[src/rtl/obj_avoid_ctrl.sv]
// Obstacle-avoidance controller: debounces the detector's object flags and sequences
// cruise / steer / pivot-turn / reverse commands for the motor stage.
module obj_avoid_ctrl #(
  parameter int unsigned DEBOUNCE       = 4,
  parameter int unsigned TURN_CYCLES    = 8,
  parameter int unsigned REVERSE_CYCLES = 6
) (
  input  logic       clk,
  input  logic       reset,
  input  logic       enable,
  input  logic       left_object,
  input  logic       right_object,
  input  logic       front_object,
  output logic       motor_fwd,
  output logic       motor_rev,
  output logic       steer_left,
  output logic       steer_right,
  output logic       busy,
  output logic [2:0] state,
  output logic [7:0] boxed_cnt
);

  localparam int unsigned CW = 8;
  localparam logic [CW-1:0] DB_MAX    = CW'(DEBOUNCE);
  localparam logic [CW-1:0] TURN_LOAD = CW'(TURN_CYCLES - 1);
  localparam logic [CW-1:0] REV_LOAD  = CW'(REVERSE_CYCLES - 1);
  localparam logic [CW-1:0] CNT_MAX   = '1;

  typedef enum logic [2:0] {
    IDLE    = 3'd0,
    CRUISE  = 3'd1,
    TURN_L  = 3'd2,
    TURN_R  = 3'd3,
    REVERSE = 3'd4
  } state_e;

  state_e        state_q, state_d;
  logic [CW-1:0] cnt_l_q, cnt_l_d, cnt_r_q, cnt_r_d, cnt_f_q, cnt_f_d;
  logic [CW-1:0] timer_q, timer_d;
  logic [CW-1:0] boxed_q, boxed_d;
  logic          pref_q, pref_d;
  logic          fwd_q, fwd_d, rev_q, rev_d;
  logic          sl_q, sl_d, sr_q, sr_d, busy_q, busy_d;
  logic          dl, dr, df;
  state_e        pref_turn;

  // Saturating run-length counter; any low sample restarts the count.
  function automatic logic [CW-1:0] deb_next(input logic x, input logic [CW-1:0] c);
    if (!x)               return '0;
    else if (c == DB_MAX) return c;
    else                  return c + CW'(1);
  endfunction

  always_comb begin
    cnt_l_d = deb_next(left_object,  cnt_l_q);
    cnt_r_d = deb_next(right_object, cnt_r_q);
    cnt_f_d = deb_next(front_object, cnt_f_q);
  end

  assign dl = (cnt_l_q == DB_MAX);
  assign dr = (cnt_r_q == DB_MAX);
  assign df = (cnt_f_q == DB_MAX);
  assign pref_turn = pref_q ? TURN_L : TURN_R;

  // Next-state, manoeuvre timer, turn preference and boxed-in counter.
  always_comb begin
    state_d = state_q;
    timer_d = timer_q;
    pref_d  = pref_q;
    boxed_d = boxed_q;
    if (!enable) begin
      state_d = IDLE;
      timer_d = '0;
    end else begin
      case (state_q)
        IDLE: state_d = CRUISE;
        CRUISE: begin
          if (df) begin
            if (dl && dr) begin
              state_d = REVERSE;
              timer_d = REV_LOAD;
              if (boxed_q != CNT_MAX) boxed_d = boxed_q + CW'(1);
            end else if (dl) begin
              state_d = TURN_R;
              timer_d = TURN_LOAD;
            end else if (dr) begin
              state_d = TURN_L;
              timer_d = TURN_LOAD;
            end else begin
              state_d = pref_turn;
              timer_d = TURN_LOAD;
              pref_d  = ~pref_q;
            end
          end
        end
        TURN_L, TURN_R: begin
          if (timer_q == '0) state_d = CRUISE;
          else               timer_d = timer_q - CW'(1);
        end
        REVERSE: begin
          if (timer_q == '0) begin
            state_d = pref_turn;
            timer_d = TURN_LOAD;
            pref_d  = ~pref_q;
          end else begin
            timer_d = timer_q - CW'(1);
          end
        end
        default: begin
          state_d = IDLE;
          timer_d = '0;
        end
      endcase
    end
  end

  // Outputs are decoded from the upcoming state so they register alongside it.
  always_comb begin
    fwd_d  = (state_d == CRUISE);
    rev_d  = (state_d == REVERSE);
    sl_d   = (state_d == TURN_L) || ((state_d == CRUISE) && dr && !dl);
    sr_d   = (state_d == TURN_R) || ((state_d == CRUISE) && dl && !dr);
    busy_d = (state_d == TURN_L) || (state_d == TURN_R) || (state_d == REVERSE);
  end

  always_ff @(posedge clk) begin
    if (reset) begin
      state_q <= IDLE;
      cnt_l_q <= '0;
      cnt_r_q <= '0;
      cnt_f_q <= '0;
      timer_q <= '0;
      boxed_q <= '0;
      pref_q  <= 1'b0;
      fwd_q   <= 1'b0;
      rev_q   <= 1'b0;
      sl_q    <= 1'b0;
      sr_q    <= 1'b0;
      busy_q  <= 1'b0;
    end else begin
      state_q <= state_d;
      cnt_l_q <= cnt_l_d;
      cnt_r_q <= cnt_r_d;
      cnt_f_q <= cnt_f_d;
      timer_q <= timer_d;
      boxed_q <= boxed_d;
      pref_q  <= pref_d;
      fwd_q   <= fwd_d;
      rev_q   <= rev_d;
      sl_q    <= sl_d;
      sr_q    <= sr_d;
      busy_q  <= busy_d;
    end
  end

  assign motor_fwd   = fwd_q;
  assign motor_rev   = rev_q;
  assign steer_left  = sl_q;
  assign steer_right = sr_q;
  assign busy        = busy_q;
  assign state       = state_q;
  assign boxed_cnt   = boxed_q;

endmodule

[config.mk]
export PLATFORM = sky130hd
export DESIGN_NAME = obj_avoid_ctrl
export DESIGN_NICKNAME = d
export VERILOG_FILES = /design/src/rtl/obj_avoid_ctrl.sv
export SDC_FILE = /design/constraint.sdc
export NUM_CORES = 1
export LEC_CHECK = 0
export CORE_MARGIN = 5
export CORE_UTILIZATION = 51
export CTS_CLUSTER_SIZE = 28
export DETAILED_ROUTE_END_ITERATION = 6
export PLACE_DENSITY_LB_ADDON = 0.12
export SLEW_MARGIN = 10
export SYNTH_ARGS = -nofsm -noshare
export SYNTH_HDL_FRONTEND = slang
export SYNTH_SLANG_ARGS = --single-unit
[constraint.sdc]
create_clock -name clk -period 5.9 [get_ports clk]
set_clock_uncertainty 0.1 [all_clocks]
set_input_delay 0.885 -clock clk [delete_from_list [all_inputs] [get_ports clk]]
set_output_delay 0.885 -clock clk [all_outputs]
set_load 0.01 [all_outputs]
Run 1, cells colored by class:
Fill, decap, tap and diode cells in gray.
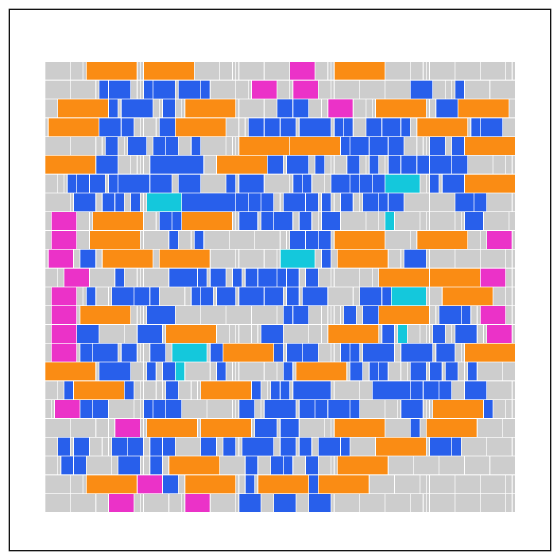
color	class	cells	share of their area
blue	all other logic	219	52%
orange	flip-flops	49	37%
cyan	clock drivers and dummy loads	8	3.0%
magenta	other buffers and delay cells	21	7.9%

Run 1, clock nets:
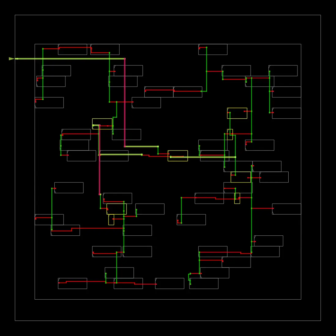
CTS Buf Count: 5
clock sink count: 49

Run 1, clock network drawn from the DEF:
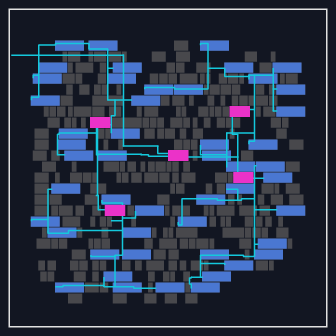
[blue] flip-flops | count: 49
[magenta] cells driving clock nets | count: 5
[cyan] clock wires | length: 549 um
routed clock nets	6

Run 1, routed metal, one color a layer:
The bar under the picture is 20 um long. Two of the layers only.
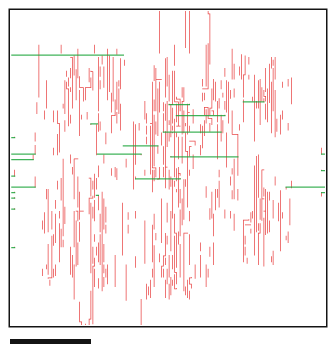
color	layer	wire length
green	met3	145 um
red	met2	1970 um

run 1: worst max-delay path by stage:
stage | slack [ps] | end | startpoint | cells after the start
2_1_floorplan | 3690 | boxed_cnt[5]$_SDFFE_PP0P_ | enable | 6
4_1_cts | 3230 | steer_left$_SDFF_PP0_ | reset | 5
5_1_grt | 3100 | steer_left$_SDFF_PP0_ | reset | 5
6_report | 3230 | steer_left$_SDFF_PP0_ | reset | 5
3_3_place_gp | 2990 | steer_left$_SDFF_PP0_ | reset | 5
3_5_place_dp | 2920 | steer_left$_SDFF_PP0_ | reset | 5
run 1: layer usage:
metal	vias to the layer above	routed length [um]	part of all wire	GRT usage
met5	-	0	0	0
met4	0	40	0.0090	0.0420
met3	5	145	0.032	0.0423
met2	31	1970	0.44	0.245
met1	892	2310	0.52	0.211
li1	996	-	-	-
==> deck_impl_summary.md, run 1 <==
Physical Implementation Snapshot

Final layout
  – Fin util: 0.610
  – Combinational share of cell area: 0.489
  – Most frequent logic cell in the layout: dfxtp_1
  – Final cell count without fillers: approximately 350
  – CLK BUF: 8

Logic synthesis
  – Cell count after synthesis: approximately 270
  – Adder Share, Synth: 0.0422
  – Main logic family after synthesis: simple AND/OR/NAND/NOR gates

Setup path
  – Critical Path RT: around 6000 ps
  – RR Startpoint: cnt_r_q[0]$_SDFFE_PP0P_

Die
  – IO Count: 22
  – Chip Area: ~6100 um^2

Timing
  – Final worst setup slack: 3230 ps
  – Final Hold Slack: around 400 ps
  – Hold Vio Cnt, Final: 0

Pwr
  – Combinational cell power: around 25 uW
  – Power Clock: 185 uW

CTS
  – Clk pin slew, worst setup/hold paths: 80 ps

Status
  – Outcome: complete, no violations

Route
  – Vias: ~1900
  – Drt wl/cell: between 10 and 15 um

Global route
  – First-pass GRT wire length: roughly 8 mm
==> run 2, diff against run 1 <==
==> constraint.sdc (replaced) <==
create_clock -name clk -period 2.7 [get_ports clk]
set_clock_uncertainty 0.1 [all_clocks]
set_input_delay 0.405 -clock clk [delete_from_list [all_inputs] [get_ports clk]]
set_output_delay 0.405 -clock clk [all_outputs]
set_load 0.01 [all_outputs]
Run 2, routed metal, one color a layer:
The bar under the picture is 20 um long. Two of the layers only.
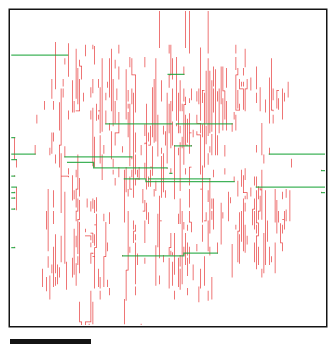
color	layer	wire length
green	met3	206 um
red	met2	2090 um

Run 2, cells colored by class:
Fill, decap, tap and diode cells in gray.
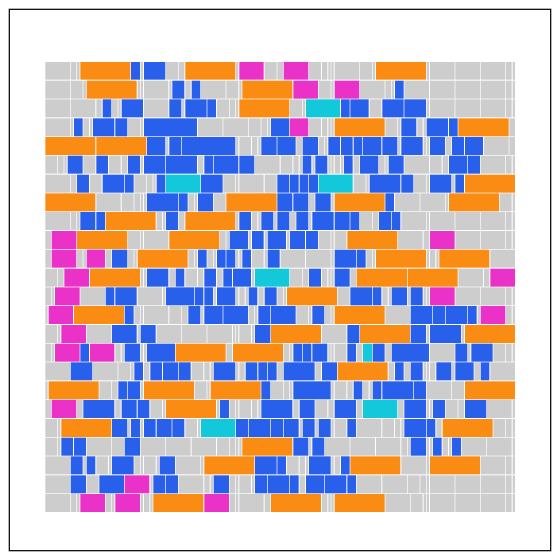
color	class	cells	share of their area
magenta	other buffers and delay cells	23	8.4%
orange	flip-flops	49	37%
cyan	clock drivers and dummy loads	7	3.2%
blue	all other logic	219	52%
Rows: 24
fin util: 0.615
Core Area: 4440 um^2

==> run 2 against run 1 <==
Net effect:
- synthesized area is the same
- final cell count rose by 0.29%
- total power grew 120%
- clock power rose by 130%
- setup slack worse by 2900 ps
- largest cell class unchanged
- wire length rose by 5.0%
- sequential power increased by 120%
- first-iteration DRC count shrank 13%
- core utilization increased by 0.48 points
- via count down 0.36%
- flip-flop count unchanged
- combinational power rose by 120%
==> deck_impl_summary.md, run 2 <==
Physical Implementation Snapshot

Die
  – IO Count: 22
  – Chip Area: ~6000 um^2

Timing
  – Hold Vio Cnt, Final: 0
  – Final worst setup slack: around 360 ps
  – Final Hold Slack: 400 ps

Pwr
  – Power Clock: roughly 430 uW
  – Top power group: sequential cells
  – Combinational cell power: around 55 uW

Logic synthesis
  – Main logic family after synthesis: simple AND/OR/NAND/NOR gates
  – Synth Flop Type: dfxtp_1
  – Cell count after synthesis: roughly 270
  – Adder Share, Synth: 0.0422

CTS
  – CTS Buf Count: 5
  – Clock sink count: 49
  – Clk pin slew, worst setup/hold paths: approximately 80 ps

Setup path
  – CP Launch Point: cnt_r_q[0]$_SDFFE_PP0P_
  – CP endpoint: boxed_cnt[3]$_SDFFE_PP0P_
  – Critical Path RT: between 2000 and 3000 ps
  – RR Startpoint: cnt_r_q[0]$_SDFFE_PP0P_

Route
  – ANT nets after route: 0
  – WL final: 4.69 mm
  – Drt wl/cell: approximately 13 um
  – Vias: between 1500 and 2000

Final layout
  – Most frequent logic cell in the layout: dfxtp_1
  – Final cell count without fillers: about 350
  – CLK BUF: 7
  – Combinational share of cell area: 0.485
  – Buffer share of cell area: 0.0825

Global route
  – First-pass GRT wire length: 8.05 mm

Status
  – Outcome: complete, no violations
[run 2: cell count changes in the layout (fill, tap and decap cells not counted)]
cell,previous run,this run
clkbuf_1,3,1
buf_4,0,2
clkbuf_8,5,6
[run 2: logic make-up (layout without fill, tap and decap cells)]
logic type / count (synthesis) / after routing
simple gates: 124 / 124
flops: 49 / 49
compound gates: 44 / 44
xor+xnor: 27 / 27
buf+inv: 15 / 43
fa+ha+maj: 8 / 8
mux: 3 / 3
[run 2: layer usage]
layer	GRT usage	wire length (um)	up-vias
met5	0	0	-
met4	0.0612	72	0
met3	0.0423	205	6
met2	0.259	2090	29
met1	0.210	2320	880
li1	-	-	1002
[run 2: critical path: stages, from the launching register on]
cell	delay [ps]
dfxtp_1	380
inv_1	90
ha_1	140
nor4b_2	280
nand4_1	280
or3_4	510
or3_1	370
a21oi_1	140
Power and IR drop assume default switching activity.
